<file path="config.mk">
export PLATFORM = sky130hd
export DESIGN_NAME = tap_mac_detect_flat
export DESIGN_NICKNAME = d
export VERILOG_FILES = /design/src/rtl/tap_mac_detect_if.sv /design/src/rtl/tap_mac_detect.sv /design/src/flat_wrapper.sv
export SDC_FILE = /design/constraint.sdc
export NUM_CORES = 1
export LEC_CHECK = 0
export CORE_ASPECT_RATIO = 0.6
export CORE_MARGIN = 4
export CORE_UTILIZATION = 30
export DETAILED_ROUTE_END_ITERATION = 8
export PLACE_DENSITY = 0.59
export REMOVE_ABC_BUFFERS = 1
export SLEW_MARGIN = 20
export SYNTH_ARGS = -nofsm -noshare
export SYNTH_HDL_FRONTEND = slang
export SYNTH_SLANG_ARGS = --single-unit
</file>
<file path="constraint.sdc">
create_clock -name clk -period 4.7 [get_ports clk]
set_input_delay 1.41 -clock clk [delete_from_list [all_inputs] [get_ports clk]]
set_output_delay 1.41 -clock clk [all_outputs]
set_load 0.03 [all_outputs]
</file>
<file path="src/rtl/tap_mac_detect_if.sv">
// Bundle between the delay-line/driver side and the tap MAC detector.
// master: drives shift and the four taps, observes the detector results.
// slave : the detector; consumes shift/taps, drives sum/sum_valid/above/primed/hit_count.
interface tap_mac_detect_if;
  logic       shift;
  logic [3:0] tap0;
  logic [3:0] tap1;
  logic [3:0] tap2;
  logic [3:0] tap3;
  logic [9:0] sum;
  logic       sum_valid;
  logic       above;
  logic       primed;
  logic [7:0] hit_count;

  modport master (
    output shift, tap0, tap1, tap2, tap3,
    input  sum, sum_valid, above, primed, hit_count
  );

  modport slave (
    input  shift, tap0, tap1, tap2, tap3,
    output sum, sum_valid, above, primed, hit_count
  );
endinterface

</file>
<file path="src/rtl/tap_mac_detect.sv">
// Purpose: weighted sum of four delay-line taps, thresholded, gated until the line is refilled.
// Latency: shift in cycle T -> sum_valid in cycle T+4 (taps sampled one cycle after shift).
// Backpressure: none; accepts a sample every cycle, gaps in shift reappear as gaps in sum_valid.
// Ports: clk, rst (sync, active-high); bus.shift/tap0..tap3 in; bus.sum, sum_valid, above,
//        primed, hit_count out.
module tap_mac_detect #(
  parameter logic [3:0] COEF0      = 4'd1,
  parameter logic [3:0] COEF1      = 4'd2,
  parameter logic [3:0] COEF2      = 4'd2,
  parameter logic [3:0] COEF3      = 4'd1,
  parameter logic [9:0] THRESH     = 10'd64,
  parameter int         FILL_DEPTH = 64
) (
  input  logic             clk,
  input  logic             rst,
  tap_mac_detect_if.slave  bus
);

  localparam logic [6:0] FILL_MAX = 7'(FILL_DEPTH);

  logic       shift_d;
  logic [6:0] fill_cnt;
  logic [6:0] fill_nxt;

  // S1: products + tag
  logic [7:0] p0, p1, p2, p3;
  logic       v1;
  // S2: pair sums
  logic [8:0] pair0, pair1;
  logic       v2;
  // S3: outputs
  logic [9:0] sum_r;
  logic [9:0] sum_nxt;
  logic       sum_valid_r;
  logic       above_r;
  logic       primed_r;
  logic [7:0] hit_r;

  // Fill counter saturates at FILL_DEPTH; it counts shifts since reset because
  // the delay line itself is never cleared.
  always_comb begin
    fill_nxt = fill_cnt;
    if (bus.shift && (fill_cnt != FILL_MAX)) begin
      fill_nxt = fill_cnt + 7'd1;
    end
  end

  always_ff @(posedge clk) begin
    if (rst) begin
      shift_d  <= 1'b0;
      fill_cnt <= 7'd0;
      primed_r <= 1'b0;
    end else begin
      shift_d  <= bus.shift;
      fill_cnt <= fill_nxt;
      primed_r <= (fill_nxt == FILL_MAX);
    end
  end

  // Taps are sampled one cycle after shift so they reflect the post-shift
  // contents. fill_cnt at that edge already includes the shift being sampled.
  always_ff @(posedge clk) begin
    if (rst) begin
      v1 <= 1'b0;
    end else begin
      v1 <= shift_d && (fill_cnt == FILL_MAX);
    end
  end

  always_ff @(posedge clk) begin
    p0 <= {4'd0, bus.tap0} * {4'd0, COEF0};
    p1 <= {4'd0, bus.tap1} * {4'd0, COEF1};
    p2 <= {4'd0, bus.tap2} * {4'd0, COEF2};
    p3 <= {4'd0, bus.tap3} * {4'd0, COEF3};
  end

  always_ff @(posedge clk) begin
    if (rst) begin
      v2 <= 1'b0;
    end else begin
      v2 <= v1;
    end
  end

  always_ff @(posedge clk) begin
    pair0 <= {1'b0, p0} + {1'b0, p1};
    pair1 <= {1'b0, p2} + {1'b0, p3};
  end

  // 4*15*15 = 900 fits in 10 bits, so the final add cannot overflow.
  assign sum_nxt = {1'b0, pair0} + {1'b0, pair1};

  always_ff @(posedge clk) begin
    if (rst) begin
      sum_r       <= 10'd0;
      sum_valid_r <= 1'b0;
      above_r     <= 1'b0;
    end else begin
      sum_valid_r <= v2;
      if (v2) begin
        sum_r   <= sum_nxt;
        above_r <= (sum_nxt >= THRESH);
      end
    end
  end

  always_ff @(posedge clk) begin
    if (rst) begin
      hit_r <= 8'd0;
    end else if (sum_valid_r && above_r && (hit_r != 8'hFF)) begin
      hit_r <= hit_r + 8'd1;
    end
  end

  assign bus.sum       = sum_r;
  assign bus.sum_valid = sum_valid_r;
  assign bus.above     = above_r;
  assign bus.primed    = primed_r;
  assign bus.hit_count = hit_r;

endmodule

</file>
<file path="src/flat_wrapper.sv">
// flat-port wrapper written by rule: the top's interface ports become plain ports
module tap_mac_detect_flat 
#(
  parameter logic [3:0] COEF0      = 4'd1,
  parameter logic [3:0] COEF1      = 4'd2,
  parameter logic [3:0] COEF2      = 4'd2,
  parameter logic [3:0] COEF3      = 4'd1,
  parameter logic [9:0] THRESH     = 10'd64,
  parameter int         FILL_DEPTH = 64
)
  (clk, rst, bus_shift, bus_tap0, bus_tap1, bus_tap2, bus_tap3, bus_sum, bus_sum_valid, bus_above, bus_primed, bus_hit_count);
  tap_mac_detect_if bus_i ();
  input  logic clk;
  input  logic rst;
  input wire logic [$bits(bus_i.shift)-1:0] bus_shift;
  input wire logic [$bits(bus_i.tap0)-1:0] bus_tap0;
  input wire logic [$bits(bus_i.tap1)-1:0] bus_tap1;
  input wire logic [$bits(bus_i.tap2)-1:0] bus_tap2;
  input wire logic [$bits(bus_i.tap3)-1:0] bus_tap3;
  output wire logic [$bits(bus_i.sum)-1:0] bus_sum;
  output wire logic [$bits(bus_i.sum_valid)-1:0] bus_sum_valid;
  output wire logic [$bits(bus_i.above)-1:0] bus_above;
  output wire logic [$bits(bus_i.primed)-1:0] bus_primed;
  output wire logic [$bits(bus_i.hit_count)-1:0] bus_hit_count;
  assign bus_i.shift = bus_shift;
  assign bus_i.tap0 = bus_tap0;
  assign bus_i.tap1 = bus_tap1;
  assign bus_i.tap2 = bus_tap2;
  assign bus_i.tap3 = bus_tap3;
  assign bus_sum = bus_i.sum;
  assign bus_sum_valid = bus_i.sum_valid;
  assign bus_above = bus_i.above;
  assign bus_primed = bus_i.primed;
  assign bus_hit_count = bus_i.hit_count;
  tap_mac_detect #(.COEF0(COEF0), .COEF1(COEF1), .COEF2(COEF2), .COEF3(COEF3), .THRESH(THRESH), .FILL_DEPTH(FILL_DEPTH)) u_core (.clk(clk), .rst(rst), .bus(bus_i));
endmodule
</file>
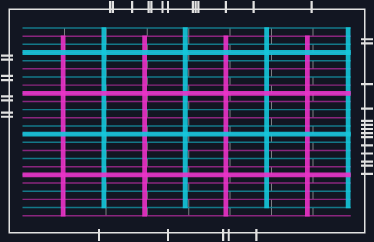
Fig. 1. Supply network.
Scale: 3 px per µm. Pins as bars on the die edge. Tap cells in grey.
| colour | net |
|---|---|
| cyan | VDD |
| magenta | VSS |
met4 straps: 8
rows: 23
tap cells: 87
met5 straps: 4
die height: 74.0 µm
DIE WIDTH: 118 µm
Core Box Area: 0.00685 mm²
Peak supply drop: 157 µV

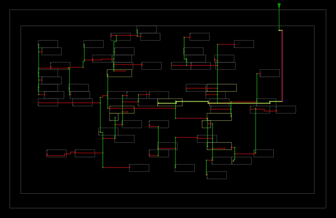
Fig. 2. The clock network.
clk_skew: 0.00459 ns
Num CTS Buffers: 5
Clock Power: 0.420 mW

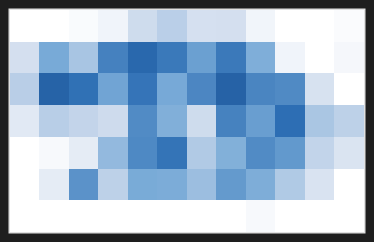
Fig. 3. Cell area per tile.
Scale: 3 px per µm. The die is cut into 12 by 7 equal tiles; white is low, dark blue is high, 0 to 100% covered.
nearly empty tiles: 24%
densest ninth of the die: middle
fullest tile: 80%
tiles over 75% full: 3.6%
mean over tiles: 31%
fp_density: 31.8%
end-of-flow core utilization: 40.7%

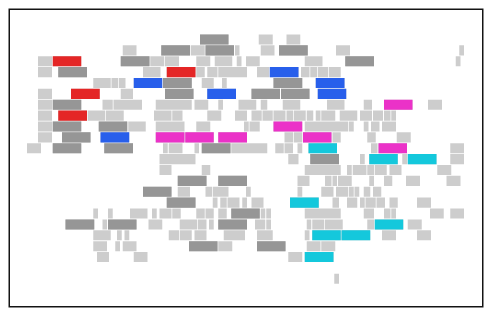
Fig. 4. Where the registers sit.
Scale: 4 px per µm. Other sequential cells in the stronger grey, the rest of the logic in the fainter grey.
| colour | name in the netlist | placed flops |
|---|---|---|
| red | u_core.p2 | 4 |
| blue | u_core.pair0 | 6 |
| magenta | u_core.bus.sum | 7 |
| cyan | u_core.bus.hit_count | 8 |
not coloured: 30
Reg area: 0.00110 mm²
flop share of the area: 39.5%

layer usage:
metal | GRT usage, % | part of all wire [%]
met2 | 12.6 | 38
met3 | 2.96 | 4.6
met5 | 0 | 0
met1 | 13.5 | 57
met4 | 3.12 | 0.67
power by group:
| group | internal (mW) | switching [mW] |
|---|---|---|
| Combinational | 0.0552 | 0.0541 |
| Sequential | 0.488 | 0.0109 |
| Clock | 0.254 | 0.166 |
final cells by class:
cell class	count	share of cell area [%]
sequential	55	39.5
multi-input combinational	133	35.9
timing repair buffer	37	13.2
clock buffer	5	4.48
tap	87	3.90
clock inverter	3	1.70
inverter	10	1.35
registers in the layout, summed over array words and instances, names as in the netlist:
register / flops
u_core.fill_cnt: 7
u_core.pair0: 6
u_core.p1: 4
u_core.shift_d: 1
u_core.p0: 4
u_core.v2: 1
u_core.bus.primed: 1
u_core.bus.hit_count: 8
u_core.pair1: 6
u_core.bus.sum_valid: 1
u_core.bus.sum: 7
u_core.p3: 4
u_core.v1: 1
u_core.p2: 4
through the flow:
| step | worst slack (ns) | util, % | cells | hold slack (ns) | total power [mW] |
|---|---|---|---|---|---|
| after floorplan | 2.45 | - | 198 | 0.310 | 0.581 |
| after global placement | 1.70 | 38.2 | 322 | 0.317 | 0.618 |
| after detailed placement | 1.70 | 38.2 | 322 | 0.316 | 0.619 |
| after CTS | 1.84 | 40.7 | 330 | 0.333 | 1.04 |
| after global routing | 1.80 | 40.7 | 330 | 0.343 | 1.08 |
| final | 1.85 | 40.7 | 330 | 0.332 | 1.03 |
==> impl_metrics.toml <==
# implementation run metrics
[worst_hold_path]
hold_end = "u_core.pair0[0]"
hold_depth = 0
hold_path.startpoint = "u_core.p0[0]"

[timing]
fin_crit_sh_pct = 60.7
rsz0062_at_grt = "false"
finalHoldViolations = 0
maxSlewViolCount = 0
worstMarginPinSlew_ns = 0.545

[run_status]
status = "complete, no violations"

[yosys]
synthAoiAreaFrac_pct = 10.1
ys_sh_simple_pct = 14.7
yosys-top-cells-area = "dfxtp_1, ha_1, nor2_1"
syn_area_mm2 = 0.00218
synth.distinct_cells = 42
async_flop_share_pct = 0
avgSynthCellArea_um2 = 10.7

[worst_setup_path]
arrival_ns = 1.44
path_class = "reg -> out"
cp_slowest_cell = "clkdlybuf4s50_1"
r2r-start = "u_core.pair1[0]"
path_cells = "clkdlybuf4s50_1"
cp_slowest_stage_delay_ns = 0.72
r2r_slack_ns = 2.92
cp.depth = 1

[placement]
postPlaceCellArea_mm2 = 0.00262
hpwl_mm = 2.99

[clocking]
post_cts_buffers = 0
cts_tree = "done"
htree_num_levels = 2

[drt]
wl_mm = 3.88
drtAntennaViolNets = 0
vias_per_cell = 4.49
vias = 1482

[pwr]
p_leak_nw = 1.13
power_density_mw_per_mm2 = 369

[grt]
first_global_vias = 1388
grt-ovfl-total = 0
grt_max_degree = 19

[finish]
drive_gt1_share_pct = 6.17
syn2layout_area_growth_pct = 28.1
finalNetCount = 279
comb_area_mm2 = 0.00100

[floorplan]
num_rows = 23
No activity file was given, so power comes from the tool's default toggle rates.
